Fig. 1: clock routing
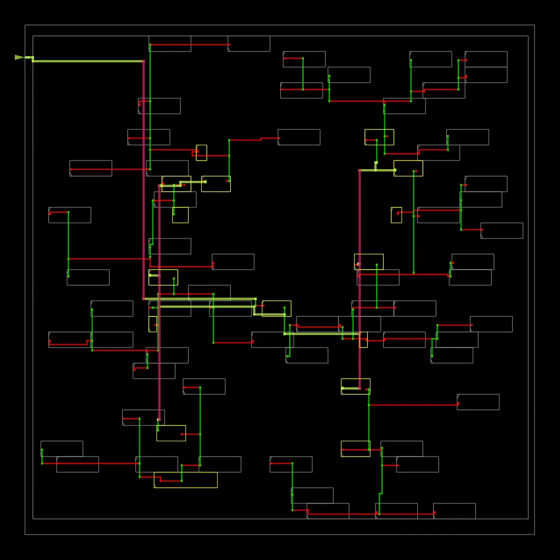
Fig. 2: signal wires by layer
Only two layers are drawn.
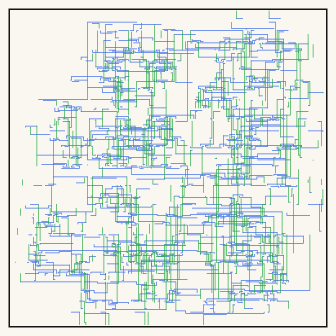
Fig. 3: layout detail
Window x 2 to 42, y 47 to 87 um. Cells in grey, sequential cells in the stronger grey; small squares are vias.
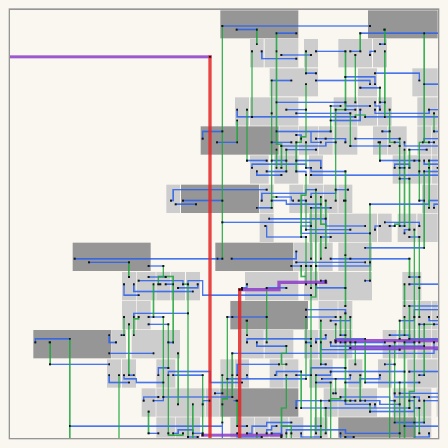
Fig. 4: nets reached from selected ports
Scale bar: 20 um.
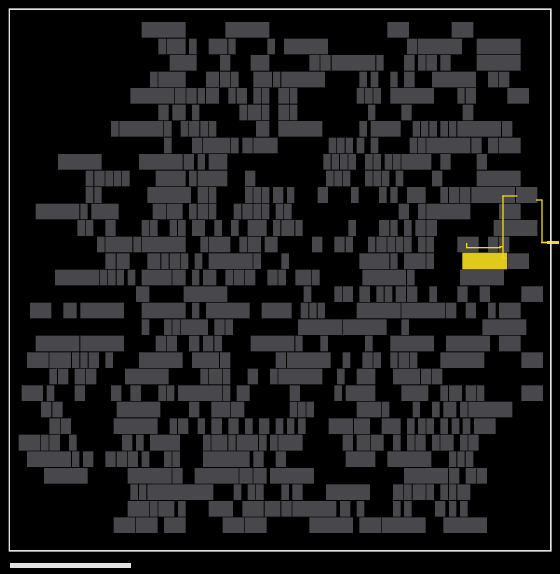
### config.mk
export PLATFORM = sky130hd
export DESIGN_NAME = uart_rx_tx
export DESIGN_NICKNAME = d
export VERILOG_FILES = /design/src/rtl/uart_rx_tx.sv
export SDC_FILE = /design/constraint.sdc
export NUM_CORES = 1
export LEC_CHECK = 0
export ABC_AREA = 1
export CAP_MARGIN = 5
export CELL_PAD_IN_SITES_DETAIL_PLACEMENT = 0
export CELL_PAD_IN_SITES_GLOBAL_PLACEMENT = 1
export CORE_MARGIN = 1
export CORE_UTILIZATION = 42
export DETAILED_ROUTE_END_ITERATION = 8
export MAX_ROUTING_LAYER = met4
export PLACE_DENSITY = 0.87
export REMOVE_ABC_BUFFERS = 1
export SLEW_MARGIN = 0
export SYNTH_ARGS = -nofsm -noshare
export SYNTH_HDL_FRONTEND = slang
export SYNTH_SLANG_ARGS = --single-unit
### constraint.sdc
create_clock -name i_clk -period 1.9 [get_ports i_clk]
set_input_delay 0.285 -clock i_clk [delete_from_list [all_inputs] [get_ports i_clk]]
set_output_delay 0.285 -clock i_clk [all_outputs]
set_load 0.02 [all_outputs]
### src/rtl/uart_rx_tx.sv
// Full-duplex UART: 2-flop synchronised receiver and transmitter with a CLKS_PER_BIT divider.
// Define UART_PARITY_EN to add an even-parity bit between the last data bit and the stop bit.
module uart_rx_tx #(
    parameter int unsigned CLKS_PER_BIT  = 217,
    parameter int unsigned NUM_DATA_BITS = 8
) (
    input  logic                     i_clk,
    input  logic                     i_reset,
    input  logic                     i_rx,
    output logic                     o_rxStrobe,
    output logic                     o_rxErrorFlag,
    output logic [NUM_DATA_BITS-1:0] o_rxByte,
    input  logic                     i_txStart,
    input  logic [NUM_DATA_BITS-1:0] i_txByte,
    output logic                     o_tx,
    output logic                     o_txActive,
    output logic                     o_txDoneStrobe,
    output logic                     o_txErrorFlag
);
    localparam int unsigned CNT_W = $clog2(CLKS_PER_BIT);
    localparam int unsigned BIT_W = $clog2(NUM_DATA_BITS);
    localparam logic [CNT_W-1:0] BIT_END  = CNT_W'(CLKS_PER_BIT - 1);
    localparam logic [CNT_W-1:0] HALF_END = CNT_W'((CLKS_PER_BIT - 1) / 2 - 1);
    localparam logic [BIT_W-1:0] LAST_BIT = BIT_W'(NUM_DATA_BITS - 1);

    typedef enum logic [2:0] {
        RX_IDLE, RX_START, RX_DATA, RX_PARITY, RX_STOP, RX_WAIT_IDLE
    } rx_state_t;

    typedef enum logic [2:0] {
        TX_IDLE, TX_START, TX_DATA, TX_PARITY, TX_STOP
    } tx_state_t;

`ifdef UART_PARITY_EN
    localparam rx_state_t RX_AFTER_DATA = RX_PARITY;
    localparam tx_state_t TX_AFTER_DATA = TX_PARITY;
`else
    localparam rx_state_t RX_AFTER_DATA = RX_STOP;
    localparam tx_state_t TX_AFTER_DATA = TX_STOP;
`endif

    rx_state_t              rx_state;
    logic                   rx_meta;
    logic                   rx_sync;
    logic [CNT_W-1:0]       rx_cnt;
    logic [BIT_W-1:0]       rx_bit;
    logic [NUM_DATA_BITS-1:0] rx_shift;
    logic                   rx_par_ok;

    tx_state_t              tx_state;
    logic [CNT_W-1:0]       tx_cnt;
    logic [BIT_W-1:0]       tx_bit;
    logic [NUM_DATA_BITS-1:0] tx_shift;
    logic                   tx_parity;

    // Receiver: all sampling decisions are made on the synchronised line.
    always_ff @(posedge i_clk) begin
        if (i_reset) begin
            rx_meta       <= 1'b1;
            rx_sync       <= 1'b1;
            rx_state      <= RX_IDLE;
            rx_cnt        <= '0;
            rx_bit        <= '0;
            rx_shift      <= '0;
            rx_par_ok     <= 1'b1;
            o_rxStrobe    <= 1'b0;
            o_rxErrorFlag <= 1'b0;
            o_rxByte      <= '0;
        end else begin
            rx_meta    <= i_rx;
            rx_sync    <= rx_meta;
            o_rxStrobe <= 1'b0;
            case (rx_state)
                RX_IDLE: begin
                    if (!rx_sync) begin
                        rx_state  <= RX_START;
                        rx_cnt    <= '0;
                        rx_par_ok <= 1'b1;
                    end
                end
                RX_START: begin
                    if (rx_cnt == HALF_END) begin
                        rx_cnt   <= '0;
                        rx_bit   <= '0;
                        rx_state <= rx_sync ? RX_IDLE : RX_DATA;
                    end else begin
                        rx_cnt <= rx_cnt + CNT_W'(1);
                    end
                end
                RX_DATA: begin
                    if (rx_cnt == BIT_END) begin
                        rx_cnt   <= '0;
                        rx_shift <= {rx_sync, rx_shift[NUM_DATA_BITS-1:1]};
                        if (rx_bit == LAST_BIT) begin
                            rx_state <= RX_AFTER_DATA;
                        end else begin
                            rx_bit <= rx_bit + BIT_W'(1);
                        end
                    end else begin
                        rx_cnt <= rx_cnt + CNT_W'(1);
                    end
                end
                RX_PARITY: begin
                    if (rx_cnt == BIT_END) begin
                        rx_cnt    <= '0;
                        rx_par_ok <= (rx_sync == ^rx_shift);
                        rx_state  <= RX_STOP;
                    end else begin
                        rx_cnt <= rx_cnt + CNT_W'(1);
                    end
                end
                RX_STOP: begin
                    if (rx_cnt == BIT_END) begin
                        rx_cnt <= '0;
                        if (rx_sync && rx_par_ok) begin
                            o_rxByte      <= rx_shift;
                            o_rxStrobe    <= 1'b1;
                            o_rxErrorFlag <= 1'b0;
                            rx_state      <= RX_IDLE;
                        end else begin
                            o_rxErrorFlag <= 1'b1;
                            // A line still low here is a break: wait for idle before re-arming.
                            rx_state      <= rx_sync ? RX_IDLE : RX_WAIT_IDLE;
                        end
                    end else begin
                        rx_cnt <= rx_cnt + CNT_W'(1);
                    end
                end
                RX_WAIT_IDLE: begin
                    if (rx_sync) begin
                        rx_state <= RX_IDLE;
                    end
                end
                default: rx_state <= RX_IDLE;
            endcase
        end
    end

    // Transmitter: o_txActive is high exactly while the FSM is outside TX_IDLE.
    always_ff @(posedge i_clk) begin
        if (i_reset) begin
            tx_state       <= TX_IDLE;
            tx_cnt         <= '0;
            tx_bit         <= '0;
            tx_shift       <= '0;
            tx_parity      <= 1'b0;
            o_tx           <= 1'b1;
            o_txActive     <= 1'b0;
            o_txDoneStrobe <= 1'b0;
            o_txErrorFlag  <= 1'b0;
        end else begin
            o_txDoneStrobe <= 1'b0;
            if (i_txStart && o_txActive) begin
                o_txErrorFlag <= 1'b1;
            end
            case (tx_state)
                TX_IDLE: begin
                    if (i_txStart) begin
                        tx_shift      <= i_txByte;
                        tx_parity     <= ^i_txByte;
                        tx_cnt        <= '0;
                        o_tx          <= 1'b0;
                        o_txActive    <= 1'b1;
                        o_txErrorFlag <= 1'b0;
                        tx_state      <= TX_START;
                    end
                end
                TX_START: begin
                    if (tx_cnt == BIT_END) begin
                        tx_cnt   <= '0;
                        tx_bit   <= '0;
                        o_tx     <= tx_shift[0];
                        tx_state <= TX_DATA;
                    end else begin
                        tx_cnt <= tx_cnt + CNT_W'(1);
                    end
                end
                TX_DATA: begin
                    if (tx_cnt == BIT_END) begin
                        tx_cnt <= '0;
                        if (tx_bit == LAST_BIT) begin
                            o_tx     <= (TX_AFTER_DATA == TX_PARITY) ? tx_parity : 1'b1;
                            tx_state <= TX_AFTER_DATA;
                        end else begin
                            tx_bit   <= tx_bit + BIT_W'(1);
                            tx_shift <= tx_shift >> 1;
                            o_tx     <= tx_shift[1];
                        end
                    end else begin
                        tx_cnt <= tx_cnt + CNT_W'(1);
                    end
                end
                TX_PARITY: begin
                    if (tx_cnt == BIT_END) begin
                        tx_cnt   <= '0;
                        o_tx     <= 1'b1;
                        tx_state <= TX_STOP;
                    end else begin
                        tx_cnt <= tx_cnt + CNT_W'(1);
                    end
                end
                TX_STOP: begin
                    if (tx_cnt == BIT_END) begin
                        tx_cnt         <= '0;
                        o_tx           <= 1'b1;
                        o_txActive     <= 1'b0;
                        o_txDoneStrobe <= 1'b1;
                        tx_state       <= TX_IDLE;
                    end else begin
                        tx_cnt <= tx_cnt + CNT_W'(1);
                    end
                end
                default: tx_state <= TX_IDLE;
            endcase
        end
    end
endmodule

==> impl_results.html <==
<!-- implementation run metrics -->
<table>
<tr><th>Metric</th><th>Value</th></tr>
<tr><th colspan="2">Flow run</th></tr>
<tr><td>Maxcap violations</td><td>0</td></tr>
<tr><th colspan="2">Status</th></tr>
<tr><td>Result of the run</td><td>finished clean</td></tr>
<tr><th colspan="2">GRT</th></tr>
<tr><td>Vias in the first global route</td><td>approximately 2.6k</td></tr>
<tr><td>Antenna violations before repair</td><td>0</td></tr>
<tr><td>GRT met2 Usage</td><td>between 20% and 30%</td></tr>
<tr><td>Layer with the highest usage</td><td>met2</td></tr>
<tr><td>Wire length of the first global-routing pass</td><td>~11 mm</td></tr>
<tr><th colspan="2">Critical path</th></tr>
<tr><td>Worst setup path endpoint</td><td>o_txActive</td></tr>
<tr><td>Dominant delay contributor by cell family on the critical path</td><td>buffers and inverters</td></tr>
<tr><td>Path type of the worst setup path</td><td>flop to output pin</td></tr>
<tr><td>Worst R2R Start</td><td>rx_cnt[0]</td></tr>
<tr><td>Delay of the slowest critical-path stage</td><td>between 0.6 and 0.7 ns</td></tr>
<tr><td>Register-to-register path setup slack</td><td>0.26 ns</td></tr>
<tr><td>Largest fanout on the critical path</td><td>3</td></tr>
<tr><td>Buffers &amp; Inverters on Critical Path</td><td>1</td></tr>
<tr><td>Type of element launching the critical path</td><td>flop</td></tr>
<tr><th colspan="2">Detailed routing</th></tr>
<tr><td>Residual DRC</td><td>0</td></tr>
<tr><td>Top Metal Used</td><td>met4</td></tr>
<tr><td>Final wirelength</td><td>approximately 6.4 mm</td></tr>
<tr><td>Met3 Wirelength</td><td>208 um</td></tr>
<tr><td>DR WL met2</td><td>2.755 mm</td></tr>
<tr><td>DR pass1 iterations</td><td>4</td></tr>
<tr><td>Per-cell routed wire length</td><td>about 11 um</td></tr>
<tr><td>Metal-1 WL</td><td>~3.3 mm</td></tr>
<tr><th colspan="2">Power and ir drop</th></tr>
<tr><td>Switching portion of total power</td><td>between 40% and 50%</td></tr>
<tr><td>Group drawing the most power</td><td>combinational logic</td></tr>
<tr><td>Power density over the cells</td><td>roughly 1300 nW/um2</td></tr>
<tr><td>Overall Power</td><td>0.005009 W</td></tr>
<tr><td>Cell internal pwr</td><td>0.002882 W</td></tr>
<tr><td>Relative contribution of sequential cells to total power</td><td>approximately 33%</td></tr>
<tr><th colspan="2">Clocking</th></tr>
<tr><td>Total of hold buffers inserted after clock tree synthesis</td><td>0</td></tr>
<tr><td>Clock latency at the later pin of the worst-skew pair</td><td>about 0.33 ns</td></tr>
<tr><td>Clock-pin slew of the registers on the worst-case setup and hold paths</td><td>about 0.07 ns</td></tr>
<tr><td>CTS tree</td><td>yes</td></tr>
<tr><td>Buffers inserted during post-CTS setup optimization</td><td>0</td></tr>
<tr><th colspan="2">Final timing</th></tr>
<tr><td>Post-layout min period</td><td>1.665 ns</td></tr>
<tr><td>Maximum clock frequency</td><td>600.7 MHz</td></tr>
<tr><td>RSZ-0062 raised after global routing</td><td>no</td></tr>
<tr><td>Post-route worst setup slack</td><td>around 0.24 ns</td></tr>
<tr><td>Final hold violation count</td><td>0</td></tr>
<tr><td>Setup-violating endpoint count in the final report</td><td>0</td></tr>
<tr><th colspan="2">Synthesis</th></tr>
<tr><td>Post-Synthesis Cell Area</td><td>roughly 3200 um2</td></tr>
<tr><td>Largest cells by area after synthesis</td><td>sky130_fd_sc_hd__dfxtp_1 38%, sky130_fd_sc_hd__nand2_1 13%, sky130_fd_sc_hd__inv_1 5.9%</td></tr>
<tr><td>Number of standard cells reported by yosys</td><td>~460</td></tr>
<tr><td>Tally of yosys warning messages</td><td>0</td></tr>
<tr><td>Top post-synthesis cells by count</td><td>114 x sky130_fd_sc_hd__nand2_1, 61 x sky130_fd_sc_hd__dfxtp_1, 50 x sky130_fd_sc_hd__inv_1</td></tr>
<tr><td>Adder-cell share of the synthesized area</td><td>under 10%</td></tr>
<tr><td>Post-synth cell types</td><td>38</td></tr>
<tr><td>Mux share</td><td>0%</td></tr>
<tr><td>Cells after synthesis</td><td>around 460</td></tr>
<tr><td>Xor+xnor area frac</td><td>around 1.7%</td></tr>
<tr><td>Post-synth seq share</td><td>between 30% and 40%</td></tr>
<tr><td>Commonest register cell after synthesis</td><td>sky130_fd_sc_hd__dfxtp_1</td></tr>
<tr><td>Avg Cell Area, Syn</td><td>just under 7 um2</td></tr>
<tr><td>Post-synthesis simple-gate area fraction</td><td>35.07%</td></tr>
<tr><th colspan="2">Cells and area</th></tr>
<tr><td>Final Non-Filler Cells</td><td>between 500 and 600</td></tr>
<tr><td>Comb area</td><td>between 1500 and 2000 um2</td></tr>
<tr><td>Fin area</td><td>roughly 3800 um2</td></tr>
<tr><td>Largest cell class by area</td><td>logic gates</td></tr>
<tr><td>Fraction of layout instances using a drive strength above 1</td><td>between 10% and 20%</td></tr>
<tr><td>Non-clock inverter total of the final layout</td><td>just over 60</td></tr>
<tr><td>Highest-count cells in the layout ignoring fill and taps</td><td>114 x sky130_fd_sc_hd__nand2_1, 61 x sky130_fd_sc_hd__dfxtp_1, 50 x sky130_fd_sc_hd__inv_1</td></tr>
<tr><td>Share of cell area taken by flip-flops and latches</td><td>between 30% and 40%</td></tr>
<tr><td>Area overhead of the layout relative to synthesis</td><td>18.20%</td></tr>
<tr><td>Final-layout clock-cell area share</td><td>5.133%</td></tr>
<tr><td>Final net count</td><td>511</td></tr>
<tr><td>Total of fill cells in the finished design</td><td>742</td></tr>
<tr><td>Multi-input gate count</td><td>between 300 and 400</td></tr>
<tr><th colspan="2">Die</th></tr>
<tr><td>Row cnt</td><td>31</td></tr>
<tr><td>Chip area</td><td>7912 um2</td></tr>
<tr><th colspan="2">Place</th></tr>
<tr><td>Number of placed cells counting well taps</td><td>between 500 and 600</td></tr>
<tr><td>Worst setup timing slack at the placement stage</td><td>between 0.1 and 0.15 ns</td></tr>
<tr><th colspan="2">Hold path</th></tr>
<tr><td>Number of stages on the worst hold path</td><td>1</td></tr>
<tr><td>Class of the worst hold path</td><td>flop to flop</td></tr>
</table>
Notes on Fig. 1 above:
clock buf count: 12
TritonCTS Sinks: 61

Notes on Fig. 2 above:
- blue: metal 1 (wire length 3270 um)
- green: metal 2 (wire length 2760 um)

Notes on Fig. 3 above:
- green: metal 2
- red: metal 4
- blue: metal 1
- purple: metal 3
- most frequent: nand2_1 (22), nor2_1 (12), inv_1 (11)
- cells with their middle in the window: 102
- sequential cells in the window: 10
- netlist names of flops here include: rx_cnt (5), rx_state (3), rx_bit (2)

Notes on Fig. 4 above:
- yellow: o_rxErrorFlag (bits 1; direction output; end cells 1; buffers 1; wire 28.8 um)
number of buffers inserted by port buffering: 25
number of ports placed on the die boundary: 26

Power figures rest on the tool's default switching activity, not on a simulated workload.
